`config.mk`:
```
export PLATFORM = sky130hd
export DESIGN_NAME = transfer_parser_flat
export DESIGN_NICKNAME = d
export VERILOG_FILES = /design/src/rtl/transfer_parser_pkg.sv /design/src/rtl/transfer_parser_if.sv /design/src/rtl/transfer_fifo.sv /design/src/rtl/transfer_parser.sv /design/src/flat_wrapper.sv
export SDC_FILE = /design/constraint.sdc
export NUM_CORES = 1
export LEC_CHECK = 0
export CORE_ASPECT_RATIO = 1.4
export CORE_MARGIN = 3
export CORE_UTILIZATION = 55
export DETAILED_ROUTE_END_ITERATION = 8
export HOLD_SLACK_MARGIN = 0.03
export PLACE_DENSITY = 0.8
export SYNTH_ARGS = -nofsm -noshare
export SYNTH_HDL_FRONTEND = slang
export SYNTH_HIERARCHICAL = 1
export SYNTH_SLANG_ARGS = --single-unit
```
`constraint.sdc`:
```
create_clock -name tick_in -period 5.16 [get_ports tick_in]
set_clock_uncertainty 0.1 [all_clocks]
set_input_delay 0.516 -clock tick_in [delete_from_list [all_inputs] [get_ports tick_in]]
set_output_delay 0.516 -clock tick_in [all_outputs]
set_load 0.02 [all_outputs]
```
`src/rtl/transfer_parser_pkg.sv`:
```
// Shared constants and types for the transfer byte-stream parser.
// Ledger op/kind encodings and the emitter state enum live here.
package transfer_pkg;

  localparam logic       KIND_DEBIT  = 1'b0;
  localparam logic       KIND_CREDIT = 1'b1;
  localparam logic [1:0] OP_IDLE     = 2'd0;
  localparam logic [1:0] OP_TRANSFER = 2'd2;

  typedef enum logic [1:0] {
    EMIT_IDLE,
    EMIT_DEBIT,
    EMIT_CREDIT
  } emit_state_t;

  function automatic int pkt_bytes(input int key_bytes, input int val_bytes);
    return 2 * key_bytes + val_bytes;
  endfunction

endpackage

```
`src/rtl/transfer_parser_if.sv`:
```
// Byte-link input and ledger-transaction output of the transfer parser.
// The slave modport is the parser; the master modport is whoever drives it.
interface transfer_parser_if #(
  parameter int KEY_BYTES = 4,
  parameter int VAL_BYTES = 4
);

  logic [7:0]             byte_in;
  logic                   byte_valid;
  logic                   byte_sop;
  logic                   byte_ready;
  logic                   txn_valid;
  logic                   txn_ready;
  logic [1:0]             signal;
  logic [8*KEY_BYTES-1:0] key;
  logic                   transact_kind;
  logic [8*VAL_BYTES-1:0] transact_value;
  logic                   frame_err;
  logic [7:0]             err_count;

  modport master (
    output byte_in, byte_valid, byte_sop, txn_ready,
    input  byte_ready, txn_valid, signal, key, transact_kind,
           transact_value, frame_err, err_count
  );

  modport slave (
    input  byte_in, byte_valid, byte_sop, txn_ready,
    output byte_ready, txn_valid, signal, key, transact_kind,
           transact_value, frame_err, err_count
  );

endinterface

```
`src/rtl/transfer_fifo.sv`:
```
// Synchronous packet FIFO with registered full/empty flags.
// Pointers carry an extra wrap bit; head and the entry behind it are both visible.
module transfer_fifo #(
  parameter int WIDTH = 96,
  parameter int DEPTH = 4
) (
  input  logic                       clk,
  input  logic                       rst_n,
  input  logic                       wr_en,
  input  logic [WIDTH-1:0]           wr_data,
  input  logic                       rd_en,
  output logic [WIDTH-1:0]           rd_data,
  output logic [WIDTH-1:0]           rd_data_next,
  output logic                       full,
  output logic                       empty,
  output logic [$clog2(DEPTH):0]     level
);

  localparam int AW = $clog2(DEPTH);

  logic [AW:0]      wr_ptr, rd_ptr;
  logic [AW:0]      wr_ptr_d, rd_ptr_d;
  logic [AW-1:0]    rd_idx_next;
  logic             do_wr, do_rd;
  logic [WIDTH-1:0] mem [DEPTH];

  assign do_wr       = wr_en && !full;
  assign do_rd       = rd_en && !empty;
  assign wr_ptr_d    = do_wr ? wr_ptr + 1'b1 : wr_ptr;
  assign rd_ptr_d    = do_rd ? rd_ptr + 1'b1 : rd_ptr;
  assign rd_idx_next = rd_ptr[AW-1:0] + 1'b1;

  assign rd_data      = mem[rd_ptr[AW-1:0]];
  assign rd_data_next = mem[rd_idx_next];
  assign level        = wr_ptr - rd_ptr;

  // NOTE: sequential state is assigned with <= so every flop samples pre-edge values.
  always_ff @(posedge clk or negedge rst_n) begin
    if (!rst_n) begin
      wr_ptr <= '0;
      rd_ptr <= '0;
      full   <= 1'b0;
      empty  <= 1'b1;
    end else begin
      wr_ptr <= wr_ptr_d;
      rd_ptr <= rd_ptr_d;
      full   <= (wr_ptr_d[AW] != rd_ptr_d[AW]) && (wr_ptr_d[AW-1:0] == rd_ptr_d[AW-1:0]);
      empty  <= (wr_ptr_d == rd_ptr_d);
    end
  end

  // NOTE: storage has no reset; empty/full guard every read, so stale contents are never used.
  always_ff @(posedge clk) begin
    if (do_wr) mem[wr_ptr[AW-1:0]] <= wr_data;
  end

endmodule

```
`src/rtl/transfer_parser.sv`:
```
// Transfer packet parser: assembles framed big-endian packets from the byte link,
// queues them, and emits each as a debit on the sender then a credit on the receiver.
module transfer_parser
  import transfer_pkg::*;
#(
  parameter int KEY_BYTES = 4,
  parameter int VAL_BYTES = 4,
  parameter int DEPTH     = 4
) (
  input  logic              tick_in,
  input  logic              rst_n,
  transfer_parser_if.slave  bus
);

  localparam int PKT_BYTES = pkt_bytes(KEY_BYTES, VAL_BYTES);
  localparam int KEY_BITS  = 8 * KEY_BYTES;
  localparam int VAL_BITS  = 8 * VAL_BYTES;
  localparam int PKT_BITS  = 8 * PKT_BYTES;
  localparam int IDX_W     = $clog2(PKT_BYTES);
  localparam int LVL_W     = $clog2(DEPTH) + 1;
  localparam logic [IDX_W-1:0] LAST_IDX = IDX_W'(PKT_BYTES - 1);

  function automatic logic [KEY_BITS-1:0] sender_of(input logic [PKT_BITS-1:0] w);
    return w[PKT_BITS-1 -: KEY_BITS];
  endfunction

  function automatic logic [KEY_BITS-1:0] receiver_of(input logic [PKT_BITS-1:0] w);
    return w[VAL_BITS +: KEY_BITS];
  endfunction

  function automatic logic [VAL_BITS-1:0] value_of(input logic [PKT_BITS-1:0] w);
    return w[VAL_BITS-1:0];
  endfunction

  // ---------------- assembler and framing ----------------
  logic [IDX_W-1:0]    idx;
  logic [PKT_BITS-9:0] shift_q;
  logic [PKT_BITS-1:0] pkt_word;
  logic                accept, at_start, at_last;
  logic                sop_err, stray_err, pkt_done;
  logic                frame_err_q;
  logic [7:0]          err_count_q;

  logic                fifo_full, fifo_empty, fifo_pop;
  logic [PKT_BITS-1:0] fifo_head, fifo_next;
  logic [LVL_W-1:0]    fifo_level;

  assign at_start  = (idx == '0);
  assign at_last   = (idx == LAST_IDX);
  // Only the final byte needs a free slot; earlier bytes sit in the shift register.
  assign bus.byte_ready = !(at_last && fifo_full);
  assign accept    = bus.byte_valid && bus.byte_ready;
  assign sop_err   = accept && bus.byte_sop && !at_start;
  assign stray_err = accept && !bus.byte_sop && at_start;
  assign pkt_done  = accept && !bus.byte_sop && at_last;
  assign pkt_word  = {shift_q, bus.byte_in};

  always_ff @(posedge tick_in or negedge rst_n) begin
    if (!rst_n) begin
      idx         <= '0;
      shift_q     <= '0;
      frame_err_q <= 1'b0;
      err_count_q <= '0;
    end else begin
      frame_err_q <= sop_err || stray_err;
      if ((sop_err || stray_err) && err_count_q != 8'hFF) err_count_q <= err_count_q + 1'b1;
      if (accept) begin
        if (bus.byte_sop) begin
          idx     <= IDX_W'(1);
          shift_q <= pkt_word[PKT_BITS-9:0];
        end else if (!at_start) begin
          idx     <= at_last ? '0 : idx + 1'b1;
          shift_q <= pkt_word[PKT_BITS-9:0];
        end
      end
    end
  end

  assign bus.frame_err = frame_err_q;
  assign bus.err_count = err_count_q;

  transfer_fifo #(
    .WIDTH (PKT_BITS),
    .DEPTH (DEPTH)
  ) u_fifo (
    .clk          (tick_in),
    .rst_n        (rst_n),
    .wr_en        (pkt_done),
    .wr_data      (pkt_word),
    .rd_en        (fifo_pop),
    .rd_data      (fifo_head),
    .rd_data_next (fifo_next),
    .full         (fifo_full),
    .empty        (fifo_empty),
    .level        (fifo_level)
  );

  // ---------------- emitter FSM ----------------
  emit_state_t         state_q, state_d;
  logic [PKT_BITS-1:0] pkt_q, pkt_d;
  logic                valid_q, valid_d;
  logic                kind_q, kind_d;
  logic [KEY_BITS-1:0] key_q, key_d;
  logic [VAL_BITS-1:0] value_q, value_d;
  logic [1:0]          signal_q, signal_d;

  always_ff @(posedge tick_in or negedge rst_n) begin
    if (!rst_n) begin
      state_q  <= EMIT_IDLE;
      pkt_q    <= '0;
      valid_q  <= 1'b0;
      kind_q   <= KIND_DEBIT;
      key_q    <= '0;
      value_q  <= '0;
      signal_q <= OP_IDLE;
    end else begin
      state_q  <= state_d;
      pkt_q    <= pkt_d;
      valid_q  <= valid_d;
      kind_q   <= kind_d;
      key_q    <= key_d;
      value_q  <= value_d;
      signal_q <= signal_d;
    end
  end

  // NOTE: every output of this block gets a default first, so no path can infer a latch.
  always_comb begin
    state_d  = state_q;
    pkt_d    = pkt_q;
    valid_d  = valid_q;
    kind_d   = kind_q;
    key_d    = key_q;
    value_d  = value_q;
    fifo_pop = 1'b0;
    unique case (state_q)
      EMIT_IDLE: begin
        if (!fifo_empty) begin
          pkt_d   = fifo_head;
          valid_d = 1'b1;
          kind_d  = KIND_DEBIT;
          key_d   = sender_of(fifo_head);
          value_d = value_of(fifo_head);
          state_d = EMIT_DEBIT;
        end
      end
      EMIT_DEBIT: begin
        if (bus.txn_ready) begin
          kind_d  = KIND_CREDIT;
          key_d   = receiver_of(pkt_q);
          state_d = EMIT_CREDIT;
        end
      end
      EMIT_CREDIT: begin
        if (bus.txn_ready) begin
          fifo_pop = 1'b1;
          // A second queued entry goes straight out as the next debit, no idle cycle.
          if (fifo_level > LVL_W'(1)) begin
            pkt_d   = fifo_next;
            kind_d  = KIND_DEBIT;
            key_d   = sender_of(fifo_next);
            value_d = value_of(fifo_next);
            state_d = EMIT_DEBIT;
          end else begin
            valid_d = 1'b0;
            state_d = EMIT_IDLE;
          end
        end
      end
      default: begin
        valid_d = 1'b0;
        state_d = EMIT_IDLE;
      end
    endcase
    signal_d = valid_d ? OP_TRANSFER : OP_IDLE;
  end

  assign bus.txn_valid      = valid_q;
  assign bus.key            = key_q;
  assign bus.transact_kind  = kind_q;
  assign bus.transact_value = value_q;
  assign bus.signal         = signal_q;

endmodule

```
`src/flat_wrapper.sv`:
```
// flat-port wrapper written by rule: the top's interface ports become plain ports
module transfer_parser_flat import transfer_pkg::*;
#(
  parameter int KEY_BYTES = 4,
  parameter int VAL_BYTES = 4,
  parameter int DEPTH     = 4
)
  (tick_in, rst_n, bus_byte_in, bus_byte_valid, bus_byte_sop, bus_txn_ready, bus_byte_ready, bus_txn_valid, bus_signal, bus_key, bus_transact_kind, bus_transact_value, bus_frame_err, bus_err_count);
  transfer_parser_if #(.KEY_BYTES(KEY_BYTES), .VAL_BYTES(VAL_BYTES)) bus_i ();
  input  logic tick_in;
  input  logic rst_n;
  input wire logic [$bits(bus_i.byte_in)-1:0] bus_byte_in;
  input wire logic [$bits(bus_i.byte_valid)-1:0] bus_byte_valid;
  input wire logic [$bits(bus_i.byte_sop)-1:0] bus_byte_sop;
  input wire logic [$bits(bus_i.txn_ready)-1:0] bus_txn_ready;
  output wire logic [$bits(bus_i.byte_ready)-1:0] bus_byte_ready;
  output wire logic [$bits(bus_i.txn_valid)-1:0] bus_txn_valid;
  output wire logic [$bits(bus_i.signal)-1:0] bus_signal;
  output wire logic [$bits(bus_i.key)-1:0] bus_key;
  output wire logic [$bits(bus_i.transact_kind)-1:0] bus_transact_kind;
  output wire logic [$bits(bus_i.transact_value)-1:0] bus_transact_value;
  output wire logic [$bits(bus_i.frame_err)-1:0] bus_frame_err;
  output wire logic [$bits(bus_i.err_count)-1:0] bus_err_count;
  assign bus_i.byte_in = bus_byte_in;
  assign bus_i.byte_valid = bus_byte_valid;
  assign bus_i.byte_sop = bus_byte_sop;
  assign bus_i.txn_ready = bus_txn_ready;
  assign bus_byte_ready = bus_i.byte_ready;
  assign bus_txn_valid = bus_i.txn_valid;
  assign bus_signal = bus_i.signal;
  assign bus_key = bus_i.key;
  assign bus_transact_kind = bus_i.transact_kind;
  assign bus_transact_value = bus_i.transact_value;
  assign bus_frame_err = bus_i.frame_err;
  assign bus_err_count = bus_i.err_count;
  transfer_parser #(.KEY_BYTES(KEY_BYTES), .VAL_BYTES(VAL_BYTES), .DEPTH(DEPTH)) u_core (.tick_in(tick_in), .rst_n(rst_n), .bus(bus_i));
endmodule
```
### Track usage over the die, run 1

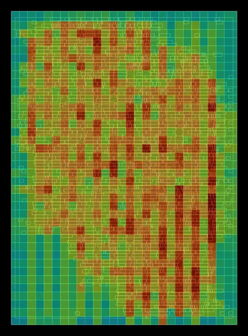
WL/cell: 24.04 um
met1 Use GR: 28.52%

### Metal 3, run 1

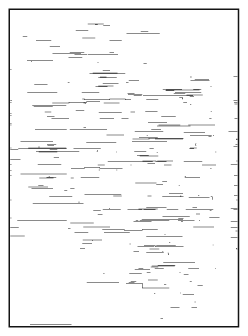
longest straight run = 42.1 um
main direction = horizontal
wire length on this layer = 2,890 um
share of all routed wire = 5.5%
nets with wire on the layer = 138

==> results.cfg, run 1 <==
; flow metrics
[run_status]
outcome = finished clean

[power_and_ir_drop]
p_total_mw = 18.64
internal_power_mw = 12.34
p_leak_nw = 10.21
sw_frac_of_total_pct = 33.83
peakVddDrop_uv = 428.9
clock_power_share_pct = 22.6
seq_power_share_pct = 39.5
p_per_area_nw_per_um2 = 640.6
combinationalPowerShare_pct = 37.9
power.switching_mw = 6.306

[clocking]
clock-sinks = 593
cts_buffers = 52
root_buffer = clkbuf_16
h-tree-depth = 2
clkTransAtPathRegs_ps = 60
post_cts_buffers = 0
cts_tree = built
clockBufferDepth = 3
clock_latency_ps = 600

[global_route]
grt_pass1_wl_mm = 83.20
grt.busiest_layer = met2
grtUsageMet2_pct = 36.53
grt_overflow = 0
grt_pass1_vias = 14224
grt_antenna_before_repair = 0
met3_usage_pct = 2.469
grt_util_all_layers_pct = 21.25
grt_start_max_net_pins = 122

[layout]
final_cell_mix = edfxtp_1 (384), dfrtp_1 (206), mux4_2 (192)
num-nets-final = 1539
largest_reg_flops = 384
mostFrequentLayoutCell = edfxtp_1
area_delta_synth_final_pct = 11.58
drive_gt1_share_pct = 26.24
final_cells = 2172
design_area_um2 = 29100
fill_cells = 3116

[sta]
min_period_ps = 3470
max_freq_mhz = 288.2
setup_viol = 0
timing.final.crit_share_pct = 67.25
worstMarginPinSlew_ps = 989.6
finalHoldViolations = 0
report.final.slew_viol_count = 0
rsz0062_at_grt = false
relSlewSlack_pct = 34.03
setup_tns_ps = 0
setup_slack_ps = 1690

[worst_setup_path]
crit_fanout = 45
r2r_slack_ps = 1690
worst-r2r-cell-count = 8
crit_start = u_core/u_fifo/rd_ptr[0]$_DFF_PN0_
r2r-start = u_core/u_fifo/rd_ptr[0]$_DFF_PN0_
path_class = reg2reg
worstPathArrival_ps = 3810
cp-end-kind = flop
setup.worst_path.start_class = flop
crit_required_ps = 5500

[hold_path]
hold_path_depth = 2
hold_start = u_core/bus.key[29]$_DFFE_PN0P_
hp-class = reg2reg

[route]
wl_mm = 52.21
highest_layer = met4
drc = 0
met2WireLength_mm = 27.37
drt_first_pass_iters = 5
first_iter_violations = 1143
routed_via_density = 6.207
wl_met3_mm = 2.890
ant_nets = 0
dr_total_vias = 13481
wl_met1_mm = 20.44

[die]
rows = 93
die-width_um = 190.0
die_y_um = 263.7
fp_util_pct = 56.17
core_um2 = 46430
die_area_um2 = 50100

[placed_design]
io_buffers = 89
pre_cts_slack_ps = 1658
globalplace.congestion = 0.7588
dpl.hpwl_mm = 29.46
dpl_cell_area_um2 = 27200

[logic_synthesis]
netlist_area_um2 = 26080
yosysWarnings = 6
synthCells = 1475
syn_area_per_cell_um2 = 17.68
fp_nets = 1503

[job]
openroad.warnings = 37
### Met2 routing, run 1

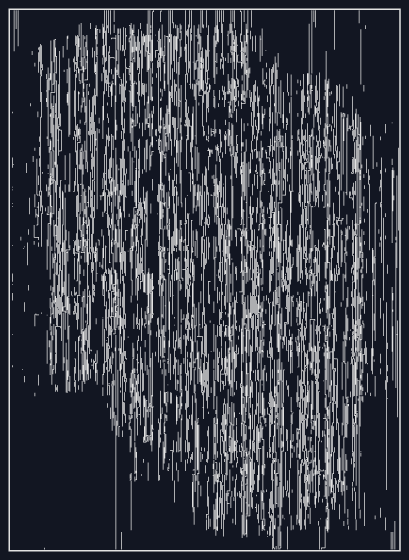
nets with wire on the layer = 1,374
wire length on this layer = 27.4 mm
longest straight run = 91.5 um
share of all routed wire = 52%

==> run 1: metrics by stage <==
| stage | util [%] | hold WS, ps |
|---|---|---|
| after floorplan | - | 120.4 |
| after global placement | 58.60 | 364.3 |
| after detailed placement | 58.60 | 374.1 |
| after CTS | 62.68 | 389.6 |
| after global routing | 62.68 | 421.6 |
| final | 62.68 | 379.8 |
==> run 1: worst max-delay path, stage by stage (launching register included) <==
cell	delay, ps
dfrtp_4	740
ha_1	330
fa_1	380
xnor2_1	150
xnor2_1	150
or3b_2	520
o2111ai_4	290
buf_4	450
o21ai_0	180
==> run 1: cell type report <==
class                           instances  area (um^2)  share of cell area, %
Sequential cell                       593        16770                  57.63
Clock buffer                           69         1425                  4.897
Inverter                               15        61.31                 0.2107
Multi-Input combinational cell        735         8401                  28.87
Clock inverter                         29        459.2                  1.578
Timing Repair Buffer                  114         1211                  4.162
Tap cell                              617        772.0                  2.653
==> run 1: power by group through the flow <==
stage	combinational [mW]	clock [mW]	sequential (mW)
2_1_floorplan	5.51	0	7.15
3_3_place_gp	6.93	0	7.41
3_5_place_dp	7.08	0	7.47
4_1_cts	7.16	4.28	7.39
5_1_grt	7.67	4.45	7.52
6_report	7.06	4.21	7.37
==> run 1: final timing paths <==
path,end
setup / recovery,u_core/bus.key[6]$_DFFE_PN0P_
max in group asynchronous,u_core/shift_q[44]$_DFFE_PN0P_
setup reg to reg,u_core/bus.key[6]$_DFFE_PN0P_
hold reg to reg,u_core/bus.key[29]$_DFFE_PN0P_
hold / removal,u_core/bus.key[29]$_DFFE_PN0P_
min in group asynchronous,u_core/bus.signal[1]$_DFFE_PN0P_
==> run 1: what timing repair did <==
item	in CTS	in global routing
hold buffers	1	0
hold endpoints to repair	98	0
gates resized	0	0
### The metal 4 layer, run 1

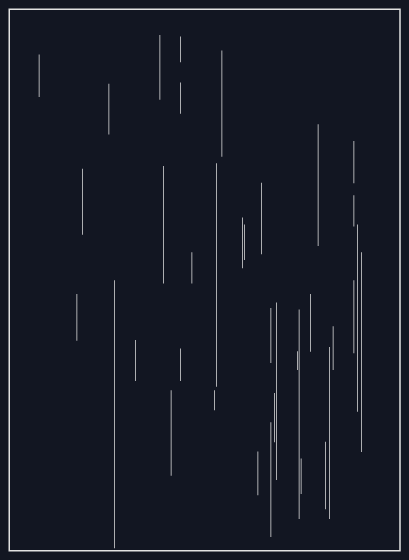

--- run 2 (diff from run 1) ---
- PLACE_DENSITY: 0.8 -> 0.83
- clock period: 5.16 -> 2.9 ns (I/O delays scaled with it)
### The metal 4 layer, run 2

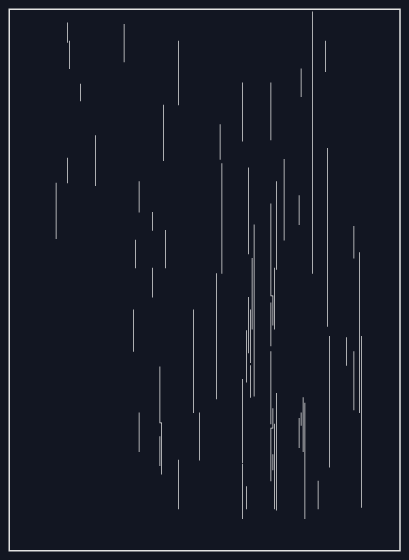
share of all routed wire = 3.7%
nets with wire on the layer = 37
wire length on this layer = 2,000 um
main direction = vertical
longest straight run = 128 um
Via Count: 13,886
Routed WL: 54.57 mm

==> run 2 against run 1 <==
  * Sequential share of layout area is 0.90 points lower
  * Worst setup slack got worse by 1500 ps
  * Synthesized area stayed put
  * Maximum frequency up 26%
  * Largest cell class unchanged
  * Highest routed layer unchanged
==> results.cfg, run 2 <==
; flow metrics
[route]
drc = 0
ant_nets = 0
drt_first_pass_iters = 5
first_iter_violations = 1205
wl_per_cell_um = 24.66

[clocking]
cts_buffers = 52
clockBufferDepth = 3
cts_tree = built
clock_latency_ps = 600
h-tree-depth = 2
clkTransAtPathRegs_ps = 70
clock-sinks = 593
root_buffer = clkbuf_16

[placed_design]
globalplace.congestion = 0.7711
dpl_cell_area_um2 = 27670
dpl.hpwl_mm = 32.69
pre_cts_slack_ps = 52.69
io_buffers = 89

[job]
openroad.warnings = 36

[worst_setup_path]
critical_path.cell_chain = ha_1 > fa_1 > xnor2_1 > xnor2_1 > o211ai_1 > a21boi_4 > buf_12 > nor2_1 > a21oi_1
r2r_slack_ps = 140
critPathMaxStageDelay_ps = 510
worst-r2r-cell-count = 9
worstPathArrival_ps = 3150
setup.worst_path.start_class = flop
path_class = reg2reg
path_buffers = 1
rr_endpoint = u_core/pkt_q[33]$_DFFE_PN0P_
r2r-start = u_core/u_fifo/rd_ptr[0]$_DFF_PN0_
slowest_stage = dfrtp_4
crit_fanout = 92
crit_top_cell = xnor2_1
cp-end-kind = flop
cp_top_family = adder cells

[sta]
holdWs_ps = 116.5
timing.final.crit_share_pct = 95.04
max_freq_mhz = 362.8
setup_viol = 0
finalHoldViolations = 0
report.final.slew_viol_count = 0
setup_slack_ps = 143.9
rsz0062_at_grt = false
worstMarginPinSlew_ps = 713.5
relSlewSlack_pct = 52.09

[layout]
register_area_um2 = 16770
num-nets-final = 1580
fill_cells = 3013
design_area_um2 = 29560
combGateArea_um2 = 8428
largest_reg_flops = 384
area_delta_synth_final_pct = 13.36
utilization_pct = 63.68
mostFrequentLayoutCell = edfxtp_1
final_cell_mix = edfxtp_1 (384), dfrtp_1 (206), mux4_2 (192)
drive_gt1_share_pct = 28.26

[global_route]
grt_start_max_net_pins = 93
grt_antenna_before_repair = 0
grt_pass1_wl_mm = 85.33
grt_pass1_vias = 14864
grt_util_all_layers_pct = 21.75

[logic_synthesis]
fp_nets = 1503
syn_area_per_cell_um2 = 17.68
netlist_area_um2 = 26080
yosysWarnings = 6

[power_and_ir_drop]
sw_frac_of_total_pct = 34.15
internal_power_mw = 22.17
pg_clk_mw = 7.05
p_per_area_nw_per_um2 = 1139
power-top-group = combinational logic
combinationalPowerShare_pct = 40.5
seq-power_mw = 13.0
clock_power_share_pct = 20.9
p_leak_nw = 10.44
peakVddDrop_uv = 722.9
p_total_mw = 33.66
seq_power_share_pct = 38.6

[hold_path]
hp-class = in2async

[die]
die_area_um2 = 50100
die-width_um = 190.0
core_um2 = 46430
rows = 93
fp_util_pct = 56.17

[run_status]
outcome = finished clean
## run 2: area by class of cell
| cell class | instances | area share, % |
|---|---|---|
| clock buffers | 74 | 4.952 |
| well taps | 617 | 2.611 |
| clock inverters | 24 | 0.9565 |
| multi-input cells | 736 | 28.51 |
| repair buffers | 154 | 6.044 |
| inverters | 15 | 0.2031 |
| flip-flops and latches | 593 | 56.72 |
## run 2: how the worst max path moves through the flow
stage	from	end	slack, ps	depth (start not counted)
after floorplan	u_core/idx[1]$_DFFE_PN0P_	u_core/u_fifo/mem[3][0]$_DFFE_PP_	-350	6
after global placement	u_core/u_fifo/rd_ptr[0]$_DFF_PN0_	u_core/bus.key[7]$_DFFE_PN0P_	160	8
after detailed placement	u_core/u_fifo/rd_ptr[0]$_DFF_PN0_	u_core/bus.key[5]$_DFFE_PN0P_	50	8
after CTS	u_core/u_fifo/rd_ptr[0]$_DFF_PN0_	u_core/bus.key[5]$_DFFE_PN0P_	60	9
after global routing	u_core/u_fifo/rd_ptr[0]$_DFF_PN0_	u_core/pkt_q[33]$_DFFE_PN0P_	7	9
final	u_core/u_fifo/rd_ptr[0]$_DFF_PN0_	u_core/pkt_q[33]$_DFFE_PN0P_	140	9
## run 2: what timing repair did
| item | CTS | global route |
|---|---|---|
| setup buffers | 0 | 3 |
| setup endpoints to repair | 0 | 5 |
| hold endpoints to repair | 160 | 0 |
| hold buffers | 1 | 0 |
| resized | 0 | 3 |
## run 2: routing by layer
metal	wire length, um	vias to the layer above	global-route usage [%]
met4	1996	0	8.057
met1	20130	7322	27.62
met5	0	-	0
li1	-	5919	-
met3	2888	142	3.027
met2	29550	503	38.28
## run 2: metrics by stage
step,cells,setup TNS [ps]
floorplan,1475,-33680
global placement,2106,0
detailed placement,2106,0
CTS,2205,0
global route,2213,0
finish,2213,0
### Met2 routing, run 2

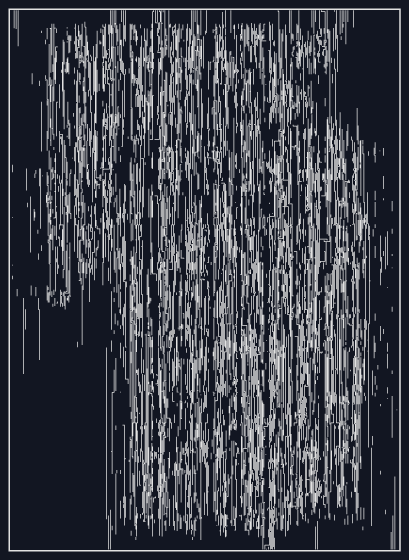

--- run 3 (diff from run 2) ---
- PLACE_DENSITY: 0.83 -> 0.8
- clock period: 2.9 -> 3.35 ns (I/O delays scaled with it)
### Met2 routing, run 3

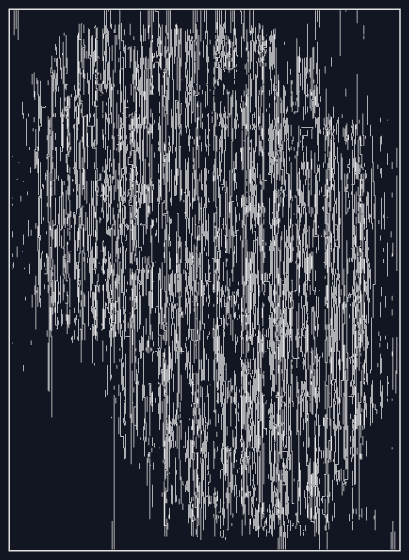
nets with wire on the layer = 1,398
main direction = vertical
M2 GR Usage: 39.95%
Routed WL: 54.86 mm
Via Count: 13,789

==> run 3 against run 2 <==
  * Utilization down 0.13 points
  * Critical path depth up 1
  * Via count shrank 0.70%
==> results.cfg, run 3 <==
; flow metrics
[route]
first_iter_violations = 1198
routed_via_density = 6.288
wl_per_cell_um = 25.02
ant_nets = 0
drt_first_pass_iters = 5
drc = 0

[sta]
rsz0062_at_grt = false
timing.final.crit_share_pct = 87.79
worstMarginPinSlew_ps = 905.2
setup_slack_ps = 409.1
max_freq_mhz = 340.0
setup_tns_ps = 0
finalHoldViolations = 0
relSlewSlack_pct = 39.66
report.final.slew_viol_count = 0
holdWs_ps = 275.9
setup_viol = 0

[placed_design]
globalplace.congestion = 0.7614
dpl_cell_area_um2 = 27500
io_buffers = 89
dpl.hpwl_mm = 32.63
placed_cells = 2092

[power_and_ir_drop]
combinationalPowerShare_pct = 38.3
seq_power_share_pct = 38.5
p_leak_nw = 10.37
peakVddDrop_uv = 766.8
power.switching_mw = 9.990
internal_power_mw = 19.32
clock_power_share_pct = 23.2
sw_frac_of_total_pct = 34.08
p_total_mw = 29.31
p_per_area_nw_per_um2 = 993.6

[worst_setup_path]
r2r-start = u_core/u_fifo/wr_ptr[0]$_DFF_PN0_
worstPathArrival_ps = 3350
setup.worst_path.start_class = flop
r2r_slack_ps = 410
worst-r2r-cell-count = 10
crit_required_ps = 3760
endpoint = u_core/pkt_q[24]$_DFFE_PN0P_
path_class = reg2reg
crit_fanout = 54
rr_endpoint = u_core/pkt_q[24]$_DFFE_PN0P_
cp-end-kind = flop
crit_start = u_core/u_fifo/wr_ptr[0]$_DFF_PN0_

[global_route]
grt_util_all_layers_pct = 22.30
grt_start_max_net_pins = 115
grt_pass1_wl_mm = 86.49
grt_antenna_before_repair = 0

[layout]
mostFrequentLayoutCell = edfxtp_1
area_delta_synth_final_pct = 13.12
largest_reg_flops = 384
design_area_um2 = 29500
utilization_pct = 63.54
drive_gt1_share_pct = 28.05
final_cells = 2193
num-nets-final = 1559
final_cell_mix = edfxtp_1 (384), dfrtp_1 (206), mux4_2 (192)
antenna_cells = 0

[clocking]
ctsResizeCount = 0
cts_tree = built
cts_buffers = 53
h-tree-depth = 2
clock-sinks = 593
root_buffer = clkbuf_16
clock_latency_ps = 590
clockBufferDepth = 3
clkTransAtPathRegs_ps = 70

[run_status]
outcome = finished clean

[hold_path]
hp-class = in2async

[job]
openroad.warnings = 37

[die]
rows = 93
die-width_um = 190.0
die_y_um = 263.7
die_area_um2 = 50100
core_um2 = 46430

[logic_synthesis]
yosysWarnings = 6
synthCells = 1475
syn_area_per_cell_um2 = 17.68
netlist_area_um2 = 26080
fp_nets = 1503
run 3: power groups by stage:
stage          logic (mW)  clock network (mW)  registers (mW)
2_1_floorplan        8.49                   0            11.0
3_3_place_gp         10.9                   0            11.3
3_5_place_dp         11.2                   0            11.4
4_1_cts              11.4                6.90            11.3
5_1_grt              12.2                7.18            11.5
6_report             11.2                6.80            11.3
run 3: metal layers:
layer | wire (um) | track usage, % | up-vias | share of wire (%)
met1 | 20350 | 27.76 | 7310 | 37
met5 | 0 | 0 | - | 0
met4 | 1446 | 7.677 | 0 | 2.6
met2 | 30020 | 39.95 | 504 | 55
li1 | - | - | 5878 | -
met3 | 3053 | 3.319 | 97 | 5.6
run 3: critical path: stages (launching register included):
cell,delay [ps]
dfrtp_1,400
inv_1,120
ha_1,230
fa_1,380
xnor2_1,150
xnor2_1,200
o211ai_1,170
a21boi_4,500
buf_12,330
nor2_1,90
a21oi_1,180
run 3: what timing repair did:
| action | 4_1_cts | 5_1_grt |
|---|---|---|
| endpoints found under the hold margin | 86 | 0 |
| hold buffers | 1 | 0 |
| buffers inserted | 0 | 0 |
run 3: cell type report:
cell class | count | area (um^2)
clock buffer | 56 | 1379
timing repair buffer | 133 | 1504
fill | 3077 | 16930
sequential | 593 | 16770
inverter | 15 | 60.06
tap | 617 | 772.0
multi-input combinational | 735 | 8401
clock inverter | 44 | 615.6
No activity file was given, so power comes from the tool's default toggle rates.
